==> run_1/m1.png <==
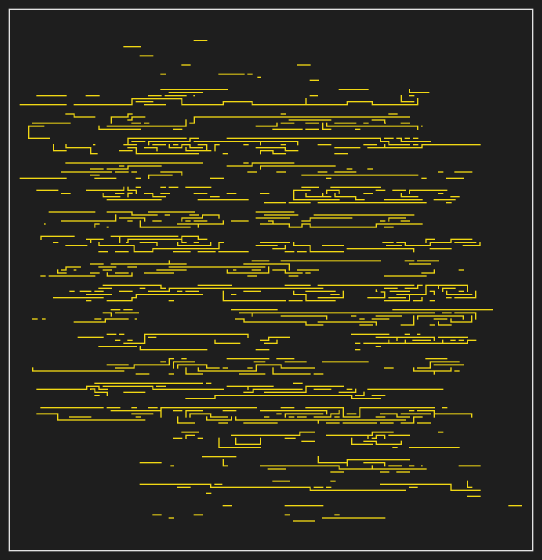
==> run_1/clock_nets.png <==
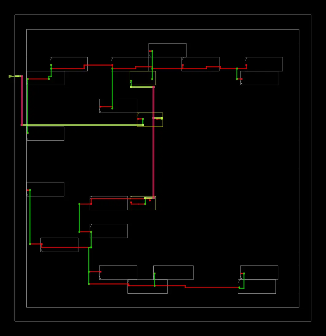
==> run_1/class_map.png <==
Fill, decap, tap and diode cells in gray.
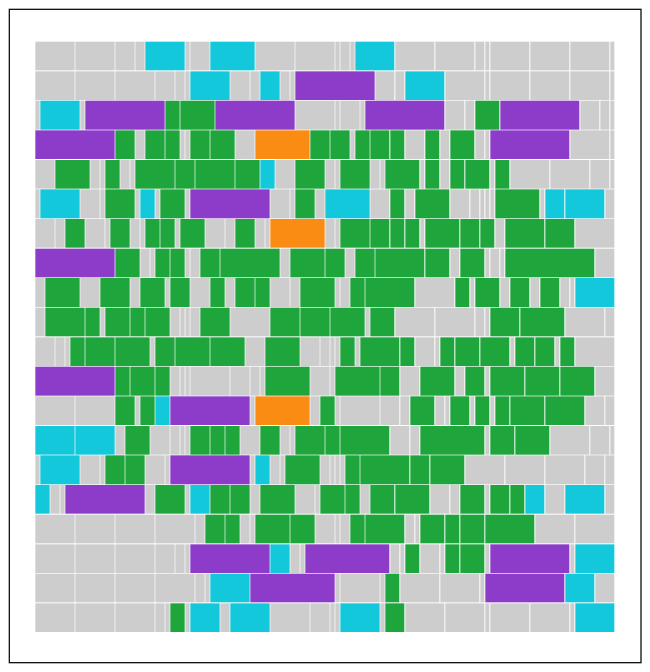
--- src/rtl/pbch_re_index_gen.sv ---
// pbch_re_index_gen: walks SSB symbols 1-3 of the PBCH region and emits one (symbol, subcarrier) RE index per
// accepted beat. EMIT_DMRS=0 skips the DMRS subcarriers; EMIT_DMRS=1 emits every RE and flags the DMRS ones.
module pbch_re_index_gen #(
   parameter bit EMIT_DMRS = 1'b0
) (
   input  logic       clk,
   input  logic       rst,
   input  logic       idx_start,
   input  logic [9:0] ncellid,
   input  logic       re_rdy,
   output logic       re_vld,
   output logic [1:0] re_sym,
   output logic [7:0] re_sc,
   output logic       re_is_dmrs,
   output logic       re_last,
   output logic       idx_done,
   output logic       busy
);
   typedef enum logic [2:0] {IDLE, SYM1, SYM2, SYM3, DONE} state_t;
   localparam logic DATA_ONLY = !EMIT_DMRS;
   state_t st_q, st_d;
   logic vld_q, vld_d, up_q, up_d, busy_q, busy_d;
   logic [1:0] sym_q, sym_d, v_q, v_d;
   logic [7:0] sc_q, sc_d;
   logic [8:0] s1, s2, lim;
   logic bend, skip, acc;
   logic unused_id;
   assign unused_id = ^ncellid[9:2];
   always_ff @(posedge clk) begin
      if (rst) begin
         st_q   <= IDLE;
         vld_q  <= 1'b0;
         up_q   <= 1'b0;
         busy_q <= 1'b0;
         sym_q  <= 2'd0;
         v_q    <= 2'd0;
         sc_q   <= 8'd0;
      end else begin
         st_q   <= st_d;
         vld_q  <= vld_d;
         up_q   <= up_d;
         busy_q <= busy_d;
         sym_q  <= sym_d;
         v_q    <= v_d;
         sc_q   <= sc_d;
      end
   end
   // 9-bit successor so that the +2 skip past a DMRS RE at 239 cannot wrap
   always_comb begin
      s1     = {1'b0, sc_q} + 9'd1;
      s2     = (DATA_ONLY && s1[1:0] == v_q) ? s1 + 9'd1 : s1;
      lim    = (st_q == SYM2 && !up_q) ? 9'd47 : 9'd239;
      bend   = s2 > lim;
      skip   = DATA_ONLY && v_q == 2'd0;
      acc    = vld_q && re_rdy;
      st_d   = st_q;
      vld_d  = vld_q;
      up_d   = up_q;
      busy_d = busy_q;
      sym_d  = sym_q;
      v_d    = v_q;
      sc_d   = sc_q;
      case (st_q)
         IDLE: if (idx_start) begin
            st_d   = SYM1;
            v_d    = ncellid[1:0];
            vld_d  = 1'b1;
            busy_d = 1'b1;
            sym_d  = 2'd1;
            up_d   = 1'b0;
            sc_d   = {7'd0, DATA_ONLY && ncellid[1:0] == 2'd0};
         end
         DONE: begin
            st_d   = IDLE;
            busy_d = 1'b0;
         end
         default: if (acc) begin
            if (!bend) sc_d = s2[7:0];
            else if (st_q == SYM1 || (st_q == SYM2 && up_q)) begin
               st_d  = (st_q == SYM1) ? SYM2 : SYM3;
               sym_d = sym_q + 2'd1;
               up_d  = 1'b0;
               sc_d  = {7'd0, skip};
            end else if (st_q == SYM2) begin
               up_d = 1'b1;
               sc_d = 8'd192 | {7'd0, skip};
            end else begin
               st_d  = DONE;
               vld_d = 1'b0;
            end
         end
      endcase
   end
   assign re_vld     = vld_q;
   assign re_sym     = sym_q;
   assign re_sc      = sc_q;
   assign re_is_dmrs = EMIT_DMRS && vld_q && sc_q[1:0] == v_q;
   assign re_last    = vld_q && st_q == SYM3 && bend;
   assign idx_done   = st_q == DONE;
   assign busy       = busy_q;
endmodule
--- config.mk ---
export PLATFORM = sky130hd
export DESIGN_NAME = pbch_re_index_gen
export DESIGN_NICKNAME = d
export VERILOG_FILES = /design/src/rtl/pbch_re_index_gen.sv
export SDC_FILE = /design/constraint.sdc
export NUM_CORES = 1
export LEC_CHECK = 0
export CORE_AREA = 2 2 56 58
export CTS_BUF_LIST = sky130_fd_sc_hd__clkbuf_8
export DETAILED_ROUTE_END_ITERATION = 10
export DIE_AREA = 0 0 58 60
export GPL_TIMING_DRIVEN = 0
export PLACE_DENSITY = 0.83
export SLEW_MARGIN = 10
export SYNTH_ARGS = -nofsm -noshare
export SYNTH_HDL_FRONTEND = slang
export SYNTH_SLANG_ARGS = --single-unit
--- constraint.sdc ---
create_clock -name clk -period 4.9 [get_ports clk]
set_input_delay 0.735 -clock clk [delete_from_list [all_inputs] [get_ports clk]]
set_output_delay 0.735 -clock clk [all_outputs]
set_load 0.05 [all_outputs]
==> results.json, run 1 <==
{
  "hp-start": "re_vld",
  "tritoncts": "done",
  "p_per_area_nw_per_um2": 214.3,
  "reg2reg_depth": 14,
  "yosys-stat-cells": 199,
  "yosysTopAreaCellShare_pct": 23.96,
  "area_growth_pct": 17.97,
  "warning_count": 35,
  "port_buffers": 18,
  "syn_area_per_cell_um2": 7.557,
  "synth_area_um2": 1504,
  "grt_pass1_vias": 1402,
  "die_x_um": 58,
  "p_switching_w": 0.0001306,
  "peakVddDrop_uv": 217.6,
  "grt_pass1_wl_mm": 6.147,
  "tightest_slew_ps": 559.4,
  "seq_area_um2": 362.8,
  "netSwitchingFraction_pct": 34.35,
  "cts.reportedPaths.clkPinSlew_ps": 70,
  "crit_cells": 13,
  "place_ws_ps": -66.15,
  "crit_path_max_incr_delay_ps": 430,
  "status": "complete, no violations",
  "final_cell_count_no_fill": 253,
  "finalCritPeriodShare_pct": 95.25,
  "avgRoutedWirePerCell_um": 14.45,
  "power.static_leakage_nw": 0.6442,
  "yosysMostFrequentCell": "nand2_1",
  "endpoint_kind": "primary output",
  "top_area_cell": "dfxtp_1",
  "rsz0062_at_grt": "false",
  "hold_viol": 0,
  "root_buffer": "clkbuf_8",
  "path_cells": "inv_1 > ha_1 > xor2_1 > nand4_1 > nor2b_1 > xnor2_1 > ha_1 > or3b_4 > mux2i_4 > a32oi_1 > a21oi_2 > and4_1 > clkdlybuf4s15_2",
  "hp-class": "flop to flop",
  "chipHeight_um": 60,
  "ys_seq_share_pct": 23.96,
  "mi_logic_area_um2": 1047,
  "chipArea_um2": 3480,
  "finalWirelength_mm": 3.655,
  "synth_nets": 217,
  "ys_area_um2": 1504,
  "antenna-diode-count": 0
}
## Picture notes: m1.png
The layer carries 1600 um of wire. The longest straight run is 23.9 um. The layer holds 44% of the routed length. The wires run mostly horizontal. 212 nets have wire on it.
Vias: 1592
GR Util met1: 30.29%

## Picture notes: clock_nets.png
Seq cells: 18
clk_lat worst skew: 250 ps
Worst Skew: 1.760 ps
Clock group: 0.000103 W

## Picture notes: class_map.png
remaining logic cells: in green, cells 168. sequential cells: in purple, cells 18. remaining buffers and delay cells: in cyan, cells 31. clock-net drivers: in orange, cells 3.
site row count: 20
post-layout instance area: 1774 um2
core area: 2903 um2
final core utilization: 61.12%

==> run 1: metal layers <==
| metal | part of all wire, % | vias up | wire, um | GRT usage (%) |
|---|---|---|---|---|
| li1 | - | 793 | - | - |
| met1 | 44 | 732 | 1604 | 30.29 |
| met2 | 48 | 58 | 1739 | 37.34 |
| met3 | 6.2 | 9 | 227 | 2.597 |
| met4 | 2.3 | 0 | 83 | 8.970 |
| met5 | 0 | - | 0 | 0 |
==> run 1: flip-flops by register name, summed over array words and instances (netlist names) <==
name    flops
st_q        3
busy        1
re_vld      1
v_q         2
up_q        1
re_sym      2
re_sc       8
==> run 1: layout make-up <==
| cell class | count | area share, % |
|---|---|---|
| Tap cell | 33 | 2.327 |
| Multi-Input combinational cell | 160 | 59.03 |
| Sequential cell | 18 | 20.45 |
| Inverter | 8 | 1.693 |
| Timing Repair Buffer | 18 | 10.23 |
| Buffer | 13 | 3.949 |
| Clock buffer | 3 | 2.327 |
==> run 1: power groups by stage <==
stage / registers, W / logic, W / clock network (W)
after floorplan: 0.000183 / 0.0000645 / 0
after global placement: 0.000167 / 0.000110 / 0
after detailed placement: 0.000167 / 0.000111 / 0
after CTS: 0.000164 / 0.000111 / 0.000105
after global routing: 0.000166 / 0.000122 / 0.000113
final: 0.000165 / 0.000112 / 0.000103
==> run 1: cell families after synthesis <==
family | Yosys count | share of synthesized area, %
compound gates | 61 | 28.37
xor+xnor | 10 | 6.323
fa+ha+maj | 5 | 3.994
buf+inv | 21 | 6.655
flops | 18 | 23.96
mux | 2 | 2.163
other cells | 1 | 0.2493
simple gates | 81 | 28.29
==> run 1: stage by stage <==
stage | hold WS (ps) | utilization [%] | setup TNS, ps
finish | 502.0 | 61.12 | 0
global route | 535.2 | 61.12 | 0
CTS | 504.8 | 60.91 | 0
detailed placement | 495.1 | 59.44 | -66.15
global placement | 482.3 | 59.44 | -21.80
floorplan | 506.1 | - | 0
==> run 1: placed cells by master, fill, tap and decap left out, types with 2 or more instances in the layout <==
master,n
nand2_1,25
clkdlybuf4s50_1,17
a21oi_1,16
dfxtp_1,16
nor2_1,13
nand4_1,10
inv_1,8
nand3_1,7
xor2_1,6
nor3_1,6
buf_2,5
a31oi_1,5
o21ai_1,4
o21ai_0,4
ha_1,4
clkbuf_1,3
o21a_1,3
xnor2_1,3
o31ai_1,3
clkbuf_8,3
and2_1,2
buf_4,2
a21o_2,2
or3_1,2
a21o_1,2
or2_2,2
a21oi_2,2
buf_1,2
a211oi_1,2
or4_1,2
o22ai_1,2
a221oi_1,2
a2111oi_0,2
dfxtp_2,2
==> run 1: worst paths after layout <==
check / end / slack, ps
max reg2reg: re_sc[1] / 1020
min reg2reg: re_vld / 500
min: re_vld / 500
max: re_last / 230
==> run 1: worst min-delay path, cell delays in order, from the launching register on <==
cell,delay [ps]
dfxtp_1,320
o21ai_0,70
a21oi_1,60
==> run 1: timing repair <==
| item | CTS | global route |
|---|---|---|
| setup buffers | 0 | 0 |
| endpoints found under the setup margin | 1 | 1 |
| pin swaps | 0 | 0 |
| resized | 3 | 3 |
==> run_1/route_heat.png <==
Scale bar: 20 um. The die is cut into 12 by 12 equal tiles; dark blue is low, red is high, scaled to the fullest tile. Values are wire area over tile area, all layers added.
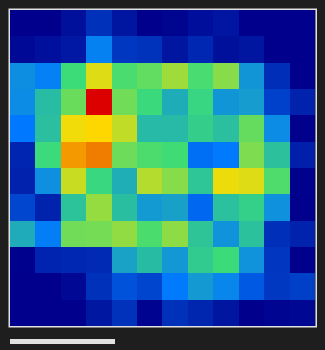

==> run 1 -> run 2 <==
- CORE_AREA: 2 2 56 58 -> 2 2 54 56
- DIE_AREA: 0 0 58 60 -> 0 0 56 58
- PLACE_DENSITY: 0.83 -> 0.88
- clock period: 4.9 -> 5.8 ns (I/O delays scaled with it)
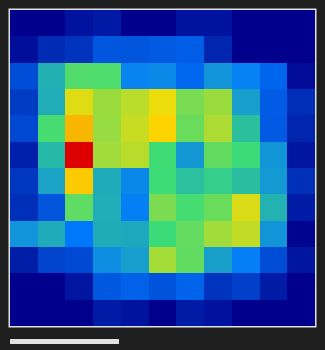
(run_2/route_heat.png)
Scale bar: 20 um. The die is cut into 11 by 12 equal tiles; dark blue is low, red is high, scaled to the fullest tile. Values are wire area over tile area, all layers added.
The fullest tile reaches 0.67. 24% of the tiles are over half the peak. The densest ninth of the die: middle. The mean over all tiles is 0.19. 16% of the tiles are nearly empty.
WL final: 3.736 mm
WL per Instance: 14.83 um
GRT Overall Usage: 23.73%
Vias: 1565

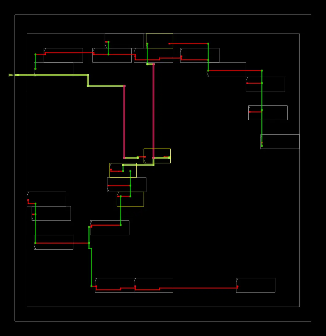
(run_2/clock_nets.png)
clock sink count: 18
Worst Skew: 1.263 ps

==> run 2 against run 1 <==
  * Worst hold slack better by 5.0 ps
  * Synthesized area did not move
  * Core utilization increased by 5.7 points
  * Critical path type unchanged
  * Critical endpoint unchanged
  * Largest cell class unchanged
==> results.json, run 2 <==
{
  "htreeDepth": 1,
  "chipHeight_um": 58,
  "root_buffer": "clkbuf_8",
  "path_cells": "inv_1 > ha_1 > xor2_1 > nand4_1 > nor2b_1 > xnor2_1 > ha_1 > or3b_4 > mux2i_4 > a32oi_1 > a21oi_1 > and4_1 > clkdlybuf4s50_1",
  "grt_pass1_vias": 1357,
  "fin_util_pct": 66.78,
  "cts_resized": 0,
  "ys_area_um2": 1504,
  "core_um2": 2663,
  "tightest_slew_ps": 556.1,
  "yosysTopAreaCellShare_pct": 23.96,
  "p_per_area_nw_per_um2": 188.9,
  "cap_violations": 0,
  "synth_nets": 217,
  "die_x_um": 56,
  "async_flop_share_pct": 0,
  "final_cell_mix": "nand2_1, dfxtp_1, clkdlybuf4s50_1, a21oi_1, nor2_1",
  "finalCritPeriodShare_pct": 95.43,
  "initial_core_util_pct": 56.48,
  "synth_area_um2": 1504,
  "syn_area_per_cell_um2": 7.557,
  "seq_area_um2": 360.3,
  "area_growth_pct": 18.22,
  "crit_cells": 13,
  "port_buffers": 18,
  "top_area_cell": "dfxtp_1",
  "reg2reg_depth": 14,
  "tritoncts": "done",
  "hold_viol": 0,
  "warning_count": 35,
  "cts.reportedPaths.clkPinSlew_ps": 70,
  "chipArea_um2": 3248,
  "grt_pass1_wl_mm": 6.065,
  "path_delay_family": "simple AND/OR/NAND/NOR gates",
  "ys_seq_share_pct": 23.96,
  "fin_setup_tns_ps": 0,
  "largest_reg_flops": 8,
  "rsz0062_at_grt": "false",
  "mi_logic_area_um2": 1044,
  "hp-class": "flop to flop",
  "peakVddDrop_uv": 161.1,
  "final_cell_count_no_fill": 252,
  "layout_top_cell": "nand2_1",
  "postCtsSetupBuffers": 0,
  "yosysMostFrequentCell": "nand2_1",
  "endpoint_kind": "primary output",
  "fp-row-count": 19,
  "status": "complete, no violations",
  "yosys-stat-cells": 199,
  "insertion_delay_ps": 250
}
## run 2: area by class of cell
| cell class | count | area share (%) |
|---|---|---|
| Buffer | 13 | 3.941 |
| Clock buffer | 4 | 3.096 |
| Inverter | 8 | 1.689 |
| Multi-Input combinational cell | 160 | 58.69 |
| Sequential cell | 18 | 20.27 |
| Tap cell | 31 | 2.182 |
| Timing Repair Buffer | 18 | 10.13 |
## run 2: where the power goes
group          internal (W)  switching, W
logic             0.0000337     0.0000607
clock network     0.0000603     0.0000423
registers          0.000131    0.00000829
total              0.000225      0.000111
## run 2: worst paths after layout
| path | start | endpoint | slack [ps] |
|---|---|---|---|
| min | re_sc[7] | re_sc[7] | 510 |
| min reg2reg | re_sc[7] | re_sc[7] | 510 |
| max | re_sc[0] | re_last | 260 |
| max reg2reg | re_sc[0] | st_q[1] | 1780 |
## run 2: kinds of logic (layout without fill, tap and decap cells)
family                   Yosys count  in the layout  share of synthesized area (%)
adder cells (fa/ha/maj)            5              5                          3.994
flip-flops                        18             18                          23.96
XOR/XNOR                          10             10                          6.323
buffers and inverters             21             43                          6.655
multiplexers                       2              2                          2.163
other                              1              1                         0.2493
AND-OR/OR-AND                     61             61                          28.37
AND/OR/NAND/NOR                   81             81                          28.29
## run 2: per-layer routing
| metal | wire [um] | vias up | share of wire [%] | GRT usage, % |
|---|---|---|---|---|
| met5 | 0 | - | 0 | 0 |
| met4 | 118 | 0 | 3.2 | 10.54 |
| met3 | 220 | 16 | 5.9 | 4.018 |
| met2 | 1779 | 59 | 48 | 40.17 |
| met1 | 1617 | 711 | 43 | 29.86 |
| li1 | - | 779 | - | - |
## run 2: worst reg2reg max path: stages (launching register included)
cell     delay [ps]
dfxtp_1         500
inv_1           150
ha_1            390
xor2_1          260
nand4_1         210
nor2b_1         190
xnor2_1         150
ha_1            340
or3b_4          400
mux2i_4         230
o21ai_1         180
nor2_1          330
buf_2           300
o21ai_0         120
a31oi_1         170
## run 2: through the flow
| stage | area [um2] | setup slack (ps) | hold WS [ps] |
|---|---|---|---|
| 2_1_floorplan | 1504 | 1258 | 506.1 |
| 3_3_place_gp | 1723 | 764.2 | 485.8 |
| 3_5_place_dp | 1723 | 691.0 | 502.2 |
| 4_1_cts | 1778 | 351.1 | 512.7 |
| 5_1_grt | 1778 | 24.64 | 533.0 |
| 6_report | 1778 | 264.9 | 507.0 |
==> run_2/m3.png <==
Scale bar: 20 um.
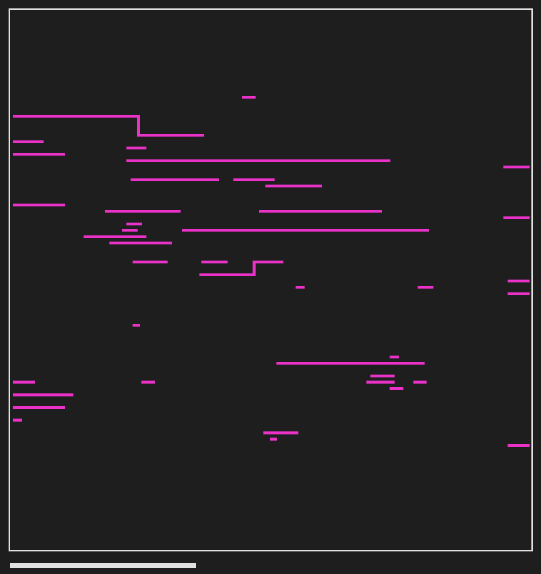

==> run 2 -> run 3 <==
- ABC_AREA: unset -> 1
- CORE_AREA: 2 2 54 56 -> 2 2 57 59
- DIE_AREA: 0 0 56 58 -> 0 0 59 61
- PLACE_DENSITY: 0.88 -> 0.81
- clock period: 5.8 -> 5.9 ns (I/O delays scaled with it)
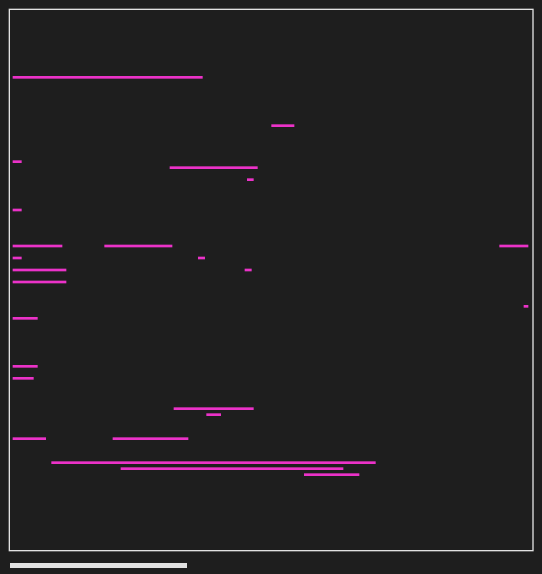
(run_3/m3.png)
Scale bar: 20 um.
The wires run mostly horizontal. The longest straight run is 36.3 um. The layer holds 4.7% of the routed length. The layer carries 159 um of wire.
GR Util met3: 1.919%
Vias: 1616
WL final: 3.416 mm

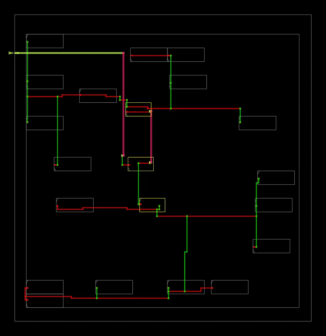
(run_3/clock_nets.png)
clock buf count: 3
Worst Skew: 7.869 ps
clk_lat worst skew: 260 ps
Clock group: 0.0000885 W
CTS Buf Count: 3

==> run 3 against run 2 <==
  * Combinational power increased to 6.8 times the previous value
  * Non-clock buffer count decreased by 10
  * First-iteration DRC count fell by 15%
  * Highest routed layer unchanged
  * Via count grew 3.3%
  * Largest cell class unchanged
  * Sequential power rose by about 60%
==> results.json, run 3 <==
{
  "tritoncts": "done",
  "netSwitchingFraction_pct": 55.99,
  "synth_nets": 275,
  "clkPwrFrac_pct": 9.3,
  "port_buffers": 18,
  "p_switching_w": 0.0005335,
  "cts_resized": 0,
  "yosysTopAreaCellShare_pct": 23.51,
  "finalCritPeriodShare_pct": 83.68,
  "avgRoutedWirePerCell_um": 10.98,
  "whs_ps": 467.5,
  "area_growth_pct": 17.14,
  "htreeDepth": 1,
  "final_cell_mix": "nand2_1, nor2_1, inv_1, dfxtp_1, clkdlybuf4s50_1",
  "cts_num_sinks": 18,
  "syn_area_per_cell_um2": 5.964,
  "chipArea_um2": 3599,
  "p_comb_share_pct": 67.4,
  "fp-row-count": 20,
  "async_flop_share_pct": 0,
  "mi_logic_area_um2": 996.0,
  "ys_seq_share_pct": 23.51,
  "p_int_w": 0.0004193,
  "ys_area_um2": 1533,
  "chipHeight_um": 61,
  "initial_core_util_pct": 51.91,
  "hold_viol": 0,
  "postCtsSetupBuffers": 0,
  "grt_pass1_wl_mm": 5.720,
  "yosys-stat-cells": 257,
  "root_buffer": "clkbuf_8",
  "hp-class": "flop to flop",
  "die_x_um": 59,
  "yosysMostFrequentCell": "nand2_1",
  "endpoint_kind": "primary output",
  "status": "complete, no violations",
  "core_um2": 2953,
  "tightest_slew_ps": 752.3,
  "p_per_area_nw_per_um2": 530.7,
  "seq_power_share_pct": 23.3,
  "layout_top_cell": "nand2_1",
  "rsz0062_at_grt": "false",
  "grt_usage_pct": 20.67,
  "top_area_cell": "dfxtp_1"
}
==> run 3: cell type report <==
cell class	instances	share of cell area, %
Tap cell	33	2.300
Multi-Input combinational cell	195	55.47
Buffer	3	1.254
Clock buffer	3	2.300
Inverter	41	8.571
Sequential cell	18	20.07
Timing Repair Buffer	18	10.03
==> run 3: power by group through the flow <==
stage                     sequential [W]  clock (W)  combinational, W
final                           0.000222  0.0000885          0.000643
after global routing            0.000228  0.0000952          0.000711
after floorplan                 0.000326          0          0.000385
after global placement          0.000222          0          0.000629
after CTS                       0.000220  0.0000907          0.000641
after detailed placement        0.000222          0          0.000638
==> run 3: through the flow <==
stage / instance area [um2] / util, %
2_1_floorplan: 1533 / -
3_3_place_gp: 1754 / 59.41
5_1_grt: 1795 / 60.81
6_report: 1795 / 60.81
3_5_place_dp: 1754 / 59.41
4_1_cts: 1795 / 60.81
==> run 3: final timing paths <==
kind | start | end | slack (ps) | cells past startpoint
worst min-delay path | busy | busy | 470 | 2
worst max register to register | re_sc[0] | re_sc[4] | 2550 | 21
worst max-delay path | re_sc[0] | re_last | 960 | 22
worst min register to register | busy | busy | 470 | 2
==> run 3: worst max-delay path, cell delays in order (launching register included) <==
cell and delay, ps:
dfxtp_1 540, inv_2 100, ha_1 370, inv_2 80, nand2_1 40, nand2_1 90
nand2_1 100, inv_2 90, nand4_2 140, inv_2 90, nand2_1 60, xor2_1 160
ha_1 290, inv_1 60, nor2_4 110, nand2_1 60, nand2_1 70, nand2_2 60
nand2_4 80, nand2_2 60, buf_6 140, nor3_1 170, clkdlybuf4s50_1 840
==> run 3: kinds of logic (layout without fill, tap and decap cells) <==
logic type,Yosys count,count (layout),share of synthesized area (%)
buffers and inverters,44,65,11.51
other,1,1,0.2447
AND/OR/NAND/NOR,166,166,52.41
XOR/XNOR,3,3,1.715
AND-OR/OR-AND,21,21,7.347
adder cells (fa/ha/maj),4,4,3.265
flip-flops,18,18,23.51
==> run 3: per-layer routing <==
metal	vias to the layer above	wire (um)	global-route usage, %
met5	-	0	0
met1	730	1625	27.17
met4	0	30	5.844
met2	37	1601	36.19
met3	4	159	1.919
li1	845	-	-
No activity file was given, so power comes from the tool's default toggle rates.
